`config.mk`:
```
export PLATFORM = sky130hd
export DESIGN_NAME = tse_cfg_seq
export DESIGN_NICKNAME = d
export VERILOG_FILES = /design/src/rtl/tse_cfg_pkg.sv /design/src/rtl/tse_cfg_timeout.sv /design/src/rtl/tse_cfg_seq.sv
export SDC_FILE = /design/constraint.sdc
export NUM_CORES = 1
export LEC_CHECK = 0
export CAP_MARGIN = 5
export CORE_ASPECT_RATIO = 0.5
export CORE_MARGIN = 8
export CORE_UTILIZATION = 36
export CTS_CLUSTER_SIZE = 16
export DETAILED_ROUTE_END_ITERATION = 12
export PLACE_DENSITY = 0.95
export REMOVE_ABC_BUFFERS = 1
export SLEW_MARGIN = 20
export SYNTH_ARGS = -nofsm -noshare
export SYNTH_HDL_FRONTEND = slang
export SYNTH_HIERARCHICAL = 1
export SYNTH_SLANG_ARGS = --single-unit
export TNS_END_PERCENT = 50
```
`constraint.sdc`:
```
create_clock -name clk -period 2.6 [get_ports clk]
set_input_delay 0.65 -clock clk [delete_from_list [all_inputs] [get_ports clk]]
set_output_delay 0.65 -clock clk [all_outputs]
set_load 0.01 [all_outputs]
```
`src/rtl/tse_cfg_pkg.sv`:
```
// ----------------------------------------------------------------------------
// tse_cfg_pkg
// Shared types and constants for the TSE MAC configuration sequencer.
//   state_t    : sequencer FSM states
//   err_t      : error code reported on err_code
//   CMD_CONFIG, MAC_0, MAC_1 : default TSE register addresses
//   idx_width  : width of an entry index for a table of n entries (min 1 bit)
// ----------------------------------------------------------------------------
package tse_cfg_pkg;

    typedef enum logic [2:0] {
        ST_IDLE  = 3'd0,
        ST_WRITE = 3'd1,
        ST_READ  = 3'd2,
        ST_NEXT  = 3'd3,
        ST_DONE  = 3'd4,
        ST_ERROR = 3'd5
    } state_t;

    typedef enum logic [1:0] {
        ERR_NONE     = 2'd0,
        ERR_TIMEOUT  = 2'd1,
        ERR_MISMATCH = 2'd2
    } err_t;

    localparam logic [7:0] CMD_CONFIG = 8'h02;
    localparam logic [7:0] MAC_0      = 8'h03;
    localparam logic [7:0] MAC_1      = 8'h04;

    // A one-entry table still needs a one-bit index.
    function automatic int unsigned idx_width(input int unsigned n);
        return (n > 1) ? $clog2(n) : 1;
    endfunction

endpackage

```
`src/rtl/tse_cfg_timeout.sv`:
```
// ----------------------------------------------------------------------------
// tse_cfg_timeout
// Wait-request watchdog: a down-counter reloaded with TIMEOUT by clr and
// decremented by en. expired is asserted during the enabled cycle that
// would use up the last tolerated count, so the owner can abort on that
// same clock edge (exactly TIMEOUT stalled cycles are observed).
// Ports:
//   clk, rst : clock, asynchronous active-high reset
//   clr      : reload the counter (no stall in progress)
//   en       : one stalled cycle of the pending command
//   expired  : stall budget exhausted this cycle
// ----------------------------------------------------------------------------
module tse_cfg_timeout #(
    parameter int unsigned TIMEOUT = 1023
) (
    input  logic clk,
    input  logic rst,
    input  logic clr,
    input  logic en,
    output logic expired
);

    localparam int unsigned CW = $clog2(TIMEOUT + 1);

    logic [CW-1:0] remain_reg;

    always_ff @(posedge clk or posedge rst) begin
        if (rst) begin
            remain_reg <= '0;
        end else if (clr) begin
            remain_reg <= CW'(TIMEOUT);
        end else if (en && (remain_reg != '0)) begin
            remain_reg <= remain_reg - CW'(1);
        end
    end

    assign expired = en && (remain_reg == CW'(1));

endmodule

```
`src/rtl/tse_cfg_seq.sv`:
```
// ----------------------------------------------------------------------------
// tse_cfg_seq
// Writes a table of up to N_ENTRIES address/data pairs into the TSE MAC
// register port after a start pulse, with wait-request timeout detection
// and error reporting.
// Optional feature, macro TSE_CFG_READBACK_EN: each accepted write is
// followed by a read of the same address and the returned data is compared
// with what was written. Without the macro reg_rd is held at 0.
// Ports:
//   clk, rst     : clock, asynchronous active-high reset
//   start        : single-cycle pulse, ignored while busy
//   cfg_count    : number of valid entries, latched at start, saturated
//   cfg_addr     : packed addresses, entry i at [i*ADDR_W +: ADDR_W]
//   cfg_data     : packed data, entry i at [i*DATA_W +: DATA_W]
//   reg_data_out : MAC read data
//   reg_busy     : MAC wait-request
//   reg_data_in, reg_addr, reg_rd, reg_wr : MAC command outputs
//   busy, done, error, err_code, err_index : sequence status
// ----------------------------------------------------------------------------
module tse_cfg_seq
    import tse_cfg_pkg::*;
#(
    parameter  int unsigned N_ENTRIES = 8,
    parameter  int unsigned ADDR_W    = 8,
    parameter  int unsigned DATA_W    = 32,
    parameter  int unsigned TIMEOUT   = 1023,
    localparam int unsigned CNT_W     = $clog2(N_ENTRIES + 1),
    localparam int unsigned IDX_W     = idx_width(N_ENTRIES)
) (
    input  logic                        clk,
    input  logic                        rst,
    input  logic                        start,
    input  logic [CNT_W-1:0]            cfg_count,
    input  logic [N_ENTRIES*ADDR_W-1:0] cfg_addr,
    input  logic [N_ENTRIES*DATA_W-1:0] cfg_data,
    input  logic [DATA_W-1:0]           reg_data_out,
    input  logic                        reg_busy,
    output logic [DATA_W-1:0]           reg_data_in,
    output logic [ADDR_W-1:0]           reg_addr,
    output logic                        reg_rd,
    output logic                        reg_wr,
    output logic                        busy,
    output logic                        done,
    output logic                        error,
    output logic [1:0]                  err_code,
    output logic [IDX_W-1:0]            err_index
);

    state_t            state_reg;
    logic [CNT_W-1:0]  count_reg;
    logic [IDX_W-1:0]  index_reg;

    logic [ADDR_W-1:0] addr_tbl [N_ENTRIES];
    logic [DATA_W-1:0] data_tbl [N_ENTRIES];

    genvar gi;
    generate
        for (gi = 0; gi < N_ENTRIES; gi++) begin : g_unpack
            assign addr_tbl[gi] = cfg_addr[gi*ADDR_W +: ADDR_W];
            assign data_tbl[gi] = cfg_data[gi*DATA_W +: DATA_W];
        end
    endgenerate

    logic             cmd_pending;
    logic             cmd_accept;
    logic             cmd_stall;
    logic             tmo_expired;
    logic [CNT_W-1:0] count_sat;
    logic [IDX_W-1:0] index_inc;
    logic             last_entry;

    assign cmd_pending = reg_wr | reg_rd;
    assign cmd_accept  = cmd_pending & ~reg_busy;
    assign cmd_stall   = cmd_pending & reg_busy;
    assign count_sat   = (cfg_count > CNT_W'(N_ENTRIES)) ? CNT_W'(N_ENTRIES) : cfg_count;
    assign index_inc   = index_reg + IDX_W'(1);
    assign last_entry  = (CNT_W'(index_reg) + CNT_W'(1)) == count_reg;

    // Any cycle that is not a stall (idle, or the acceptance cycle) reloads
    // the watchdog, so each write and each read gets a fresh budget.
    tse_cfg_timeout #(
        .TIMEOUT (TIMEOUT)
    ) u_timeout (
        .clk     (clk),
        .rst     (rst),
        .clr     (~cmd_stall),
        .en      (cmd_stall),
        .expired (tmo_expired)
    );

`ifndef TSE_CFG_READBACK_EN
    logic unused_rd_data;
    assign unused_rd_data = ^reg_data_out;
`endif

    always_ff @(posedge clk or posedge rst) begin
        if (rst) begin
            state_reg   <= ST_IDLE;
            count_reg   <= '0;
            index_reg   <= '0;
            reg_data_in <= '0;
            reg_addr    <= '0;
            reg_rd      <= 1'b0;
            reg_wr      <= 1'b0;
            busy        <= 1'b0;
            done        <= 1'b0;
            error       <= 1'b0;
            err_code    <= ERR_NONE;
            err_index   <= '0;
        end else begin
            case (state_reg)
                ST_IDLE, ST_DONE, ST_ERROR: begin
                    if (start) begin
                        count_reg <= count_sat;
                        index_reg <= '0;
                        done      <= 1'b0;
                        error     <= 1'b0;
                        err_code  <= ERR_NONE;
                        if (count_sat == '0) begin
                            // Empty table: finish without issuing anything.
                            state_reg <= ST_DONE;
                            busy      <= 1'b0;
                            done      <= 1'b1;
                        end else begin
                            state_reg   <= ST_WRITE;
                            busy        <= 1'b1;
                            reg_wr      <= 1'b1;
                            reg_addr    <= addr_tbl[0];
                            reg_data_in <= data_tbl[0];
                        end
                    end
                end

                ST_WRITE: begin
                    if (cmd_accept) begin
                        reg_wr <= 1'b0;
`ifdef TSE_CFG_READBACK_EN
                        // Address and data stay registered; the data is the
                        // reference for the read-back compare.
                        state_reg <= ST_READ;
                        reg_rd    <= 1'b1;
`else
                        state_reg <= ST_NEXT;
`endif
                    end else if (tmo_expired) begin
                        state_reg <= ST_ERROR;
                        reg_wr    <= 1'b0;
                        busy      <= 1'b0;
                        error     <= 1'b1;
                        err_code  <= ERR_TIMEOUT;
                        err_index <= index_reg;
                    end
                end

`ifdef TSE_CFG_READBACK_EN
                ST_READ: begin
                    if (cmd_accept) begin
                        reg_rd <= 1'b0;
                        if (reg_data_out != reg_data_in) begin
                            state_reg <= ST_ERROR;
                            busy      <= 1'b0;
                            error     <= 1'b1;
                            err_code  <= ERR_MISMATCH;
                            err_index <= index_reg;
                        end else begin
                            state_reg <= ST_NEXT;
                        end
                    end else if (tmo_expired) begin
                        state_reg <= ST_ERROR;
                        reg_rd    <= 1'b0;
                        busy      <= 1'b0;
                        error     <= 1'b1;
                        err_code  <= ERR_TIMEOUT;
                        err_index <= index_reg;
                    end
                end
`endif

                ST_NEXT: begin
                    if (last_entry) begin
                        state_reg <= ST_DONE;
                        busy      <= 1'b0;
                        done      <= 1'b1;
                    end else begin
                        state_reg   <= ST_WRITE;
                        index_reg   <= index_inc;
                        reg_wr      <= 1'b1;
                        reg_addr    <= addr_tbl[index_inc];
                        reg_data_in <= data_tbl[index_inc];
                    end
                end

                default: begin
                    state_reg <= ST_IDLE;
                    reg_wr    <= 1'b0;
                    reg_rd    <= 1'b0;
                    busy      <= 1'b0;
                end
            endcase
        end
    end

endmodule

```
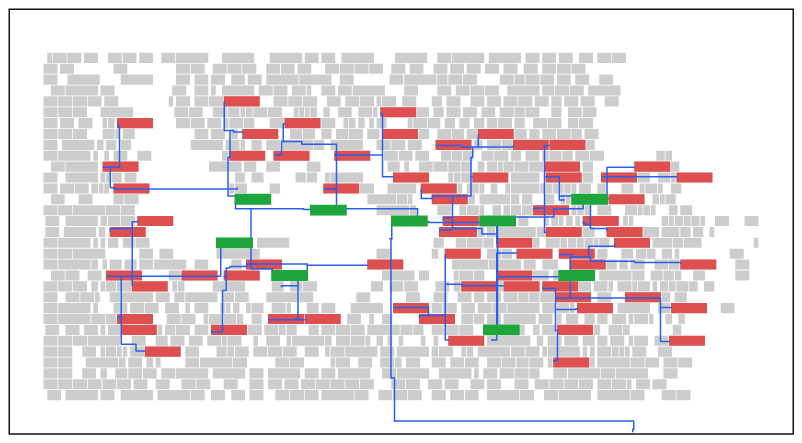
(clock network drawn from the DEF)
Scale: 4 px per µm.
legend:
  green:
    item: cells driving clock nets
    count: 9
  blue:
    item: clock wires
    length: 1030 µm
  red:
    item: flip-flops
    count: 67
routed clock nets: 10

==> Implementation_results.wiki <==
=== Synthesis and place and route ===
{| class="wikitable"
! Metric !! Value
|-
| Number of nets in the finished design || 1258
|-
| Startpoint type of the worst setup path || register
|-
| Async S/R FF share, synth || 100.0%
|-
| Clock-cell share of area || 3.155%
|-
| Total negative slack for setup checks || 0 ns
|-
| FMAX || 0.4148 GHz
|-
| TritonCTS clock tree || done
|-
| Clock transition at the register clock pins on the worst setup and hold paths after CTS || ~0.060 ns
|-
| Routability congestion estimate from global placement || just under 0.9
|-
| Number of hold-repair buffers added at the cts stage || 0
|-
| Clock period minus worst slack || between 2 and 2.5 ns
|-
| Non-clock inverter instance count of the final layout || 15
|-
| Result of the run || finished clean
|-
| Worst setup skew after layout || around 0.007 ns
|-
| Count of input and output buffers || between 300 and 400
|-
| Endpoints failing hold || 0
|-
| Placement-stage cell area || 0.009786 mm²
|-
| Fillers || 1154
|-
| Final Setup Violations || 0
|-
| EDFF count, synth || 0
|-
| Largest net degree at the start of global routing || roughly 54
|-
| Heaviest power group || combinational logic
|-
| Fraction of final layout cells sized beyond drive strength 1 || 14.00%
|-
| Predominant post-synthesis flop cell || sky130_fd_sc_hd__dfrtp_1
|-
| Setup crit end kind || register
|-
| Number of warnings in the stage logs || 58
|-
| Xor-xnor portion of the synthesized cell area || less than 1%
|-
| Synth area leaders || sky130_fd_sc_hd__dfrtp_1 (29%), sky130_fd_sc_hd__mux4_2 (29%), sky130_fd_sc_hd__o22a_1 (5.1%), sky130_fd_sc_hd__nor2_1 (5.1%), sky130_fd_sc_hd__o21a_1 (4.4%)
|-
| Final-report max-slew violation count || 0
|-
| Hold crit path type || reg -> reg
|-
| Worst VDD drop || 0.8199 mV
|-
| Vias post-DR || ~6400
|-
| Peak fanout along the critical path || around 47
|-
| Worst slack after detailed placement || ~0.08 ns
|-
| CTS max path bufs || 2
|-
| Top cells excl fill/tap || sky130_fd_sc_hd__clkdlybuf4s50_1 (375), sky130_fd_sc_hd__nor2_1 (78), sky130_fd_sc_hd__mux4_2 (74), sky130_fd_sc_hd__dfrtp_1 (66), sky130_fd_sc_hd__o21ai_0 (47)
|-
| Antenna viol nets, final || 0
|-
| PD cells || ~1200 mW/mm²
|-
| Area figure in the yosys stat output || ~0.0058 mm²
|-
| Total overflow reported by the global router || 0
|-
| Adder-cell area share of the yosys netlist || less than 1%
|-
| Fraction of power consumed by sequential logic || between 15 and 20%
|}
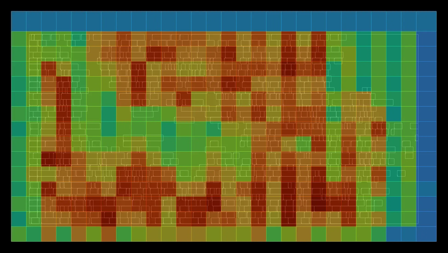
(routing congestion)
end-of-flow core utilization: 64.93%
M2 GR Usage: 46.35%
met1 routing resource usage after global routing: 26.56%

cell usage after synthesis (2+ instances only):
| cell | number |
|---|---|
| sky130_fd_sc_hd__nor2_1 | 79 |
| sky130_fd_sc_hd__mux4_2 | 74 |
| sky130_fd_sc_hd__dfrtp_1 | 67 |
| sky130_fd_sc_hd__o21ai_0 | 47 |
| sky130_fd_sc_hd__o21a_1 | 34 |
| sky130_fd_sc_hd__o22a_1 | 34 |
| sky130_fd_sc_hd__buf_2 | 18 |
| sky130_fd_sc_hd__clkbuf_1 | 15 |
| sky130_fd_sc_hd__inv_1 | 15 |
| sky130_fd_sc_hd__mux2i_1 | 14 |
| sky130_fd_sc_hd__nand2_1 | 14 |
| sky130_fd_sc_hd__a22oi_1 | 12 |
| sky130_fd_sc_hd__buf_4 | 10 |
| sky130_fd_sc_hd__nand3b_1 | 10 |
| sky130_fd_sc_hd__a2bb2oi_1 | 6 |
| sky130_fd_sc_hd__o211ai_1 | 6 |
| sky130_fd_sc_hd__buf_6 | 5 |
| sky130_fd_sc_hd__nor3_1 | 5 |
| sky130_fd_sc_hd__a21oi_1 | 4 |
| sky130_fd_sc_hd__nand2b_1 | 4 |
| sky130_fd_sc_hd__a211o_1 | 3 |
| sky130_fd_sc_hd__and3_1 | 3 |
| sky130_fd_sc_hd__ha_1 | 3 |
| sky130_fd_sc_hd__mux2_2 | 3 |
| sky130_fd_sc_hd__nand3_1 | 3 |
| sky130_fd_sc_hd__or3_1 | 3 |
| sky130_fd_sc_hd__or4_1 | 3 |
| sky130_fd_sc_hd__xor2_1 | 3 |
| sky130_fd_sc_hd__a2111oi_0 | 2 |
| sky130_fd_sc_hd__a211oi_1 | 2 |
| sky130_fd_sc_hd__a221oi_1 | 2 |
| sky130_fd_sc_hd__nor2b_1 | 2 |
| sky130_fd_sc_hd__nor4b_1 | 2 |
| sky130_fd_sc_hd__o311ai_1 | 2 |
final timing paths:
kind,start,to,slack (ns),depth (start not counted)
worst max register to register,index_reg[0]$_DFFE_PP0P_,index_reg[2]$_DFFE_PP0P_,0.19,7
min in group asynchronous,rst,u_timeout/remain_reg[5]$_DFFE_PP0P_,0.70,2
max in group asynchronous,rst,index_reg[0]$_DFFE_PP0P_,1.46,3
worst min-delay path,reg_addr[1]$_DFFE_PP0P_,reg_addr[1]$_DFFE_PP0P_,0.50,1
worst min register to register,reg_addr[1]$_DFFE_PP0P_,reg_addr[1]$_DFFE_PP0P_,0.50,1
worst max-delay path,index_reg[0]$_DFFE_PP0P_,index_reg[2]$_DFFE_PP0P_,0.19,7
critical path, stage by stage, from the launching register on:
cell and delay, ns:
sky130_fd_sc_hd__dfrtp_2 0.39, sky130_fd_sc_hd__buf_4 0.51, sky130_fd_sc_hd__a21bo_2 0.23, sky130_fd_sc_hd__nand4_1 0.16, sky130_fd_sc_hd__a31oi_4 0.24, sky130_fd_sc_hd__buf_4 0.40, sky130_fd_sc_hd__mux2i_1 0.26, sky130_fd_sc_hd__a21o_1 0.15
layer usage:
metal  GRT usage [%]  vias up  wire length, µm
li1                -     2821                -
met1           26.56     3185             9065
met2           46.35      350            14860
met3           7.394       78             2057
met4           11.89        0             1167
met5               0        -                0
Power figures rest on the tool's default switching activity, not on a simulated workload.
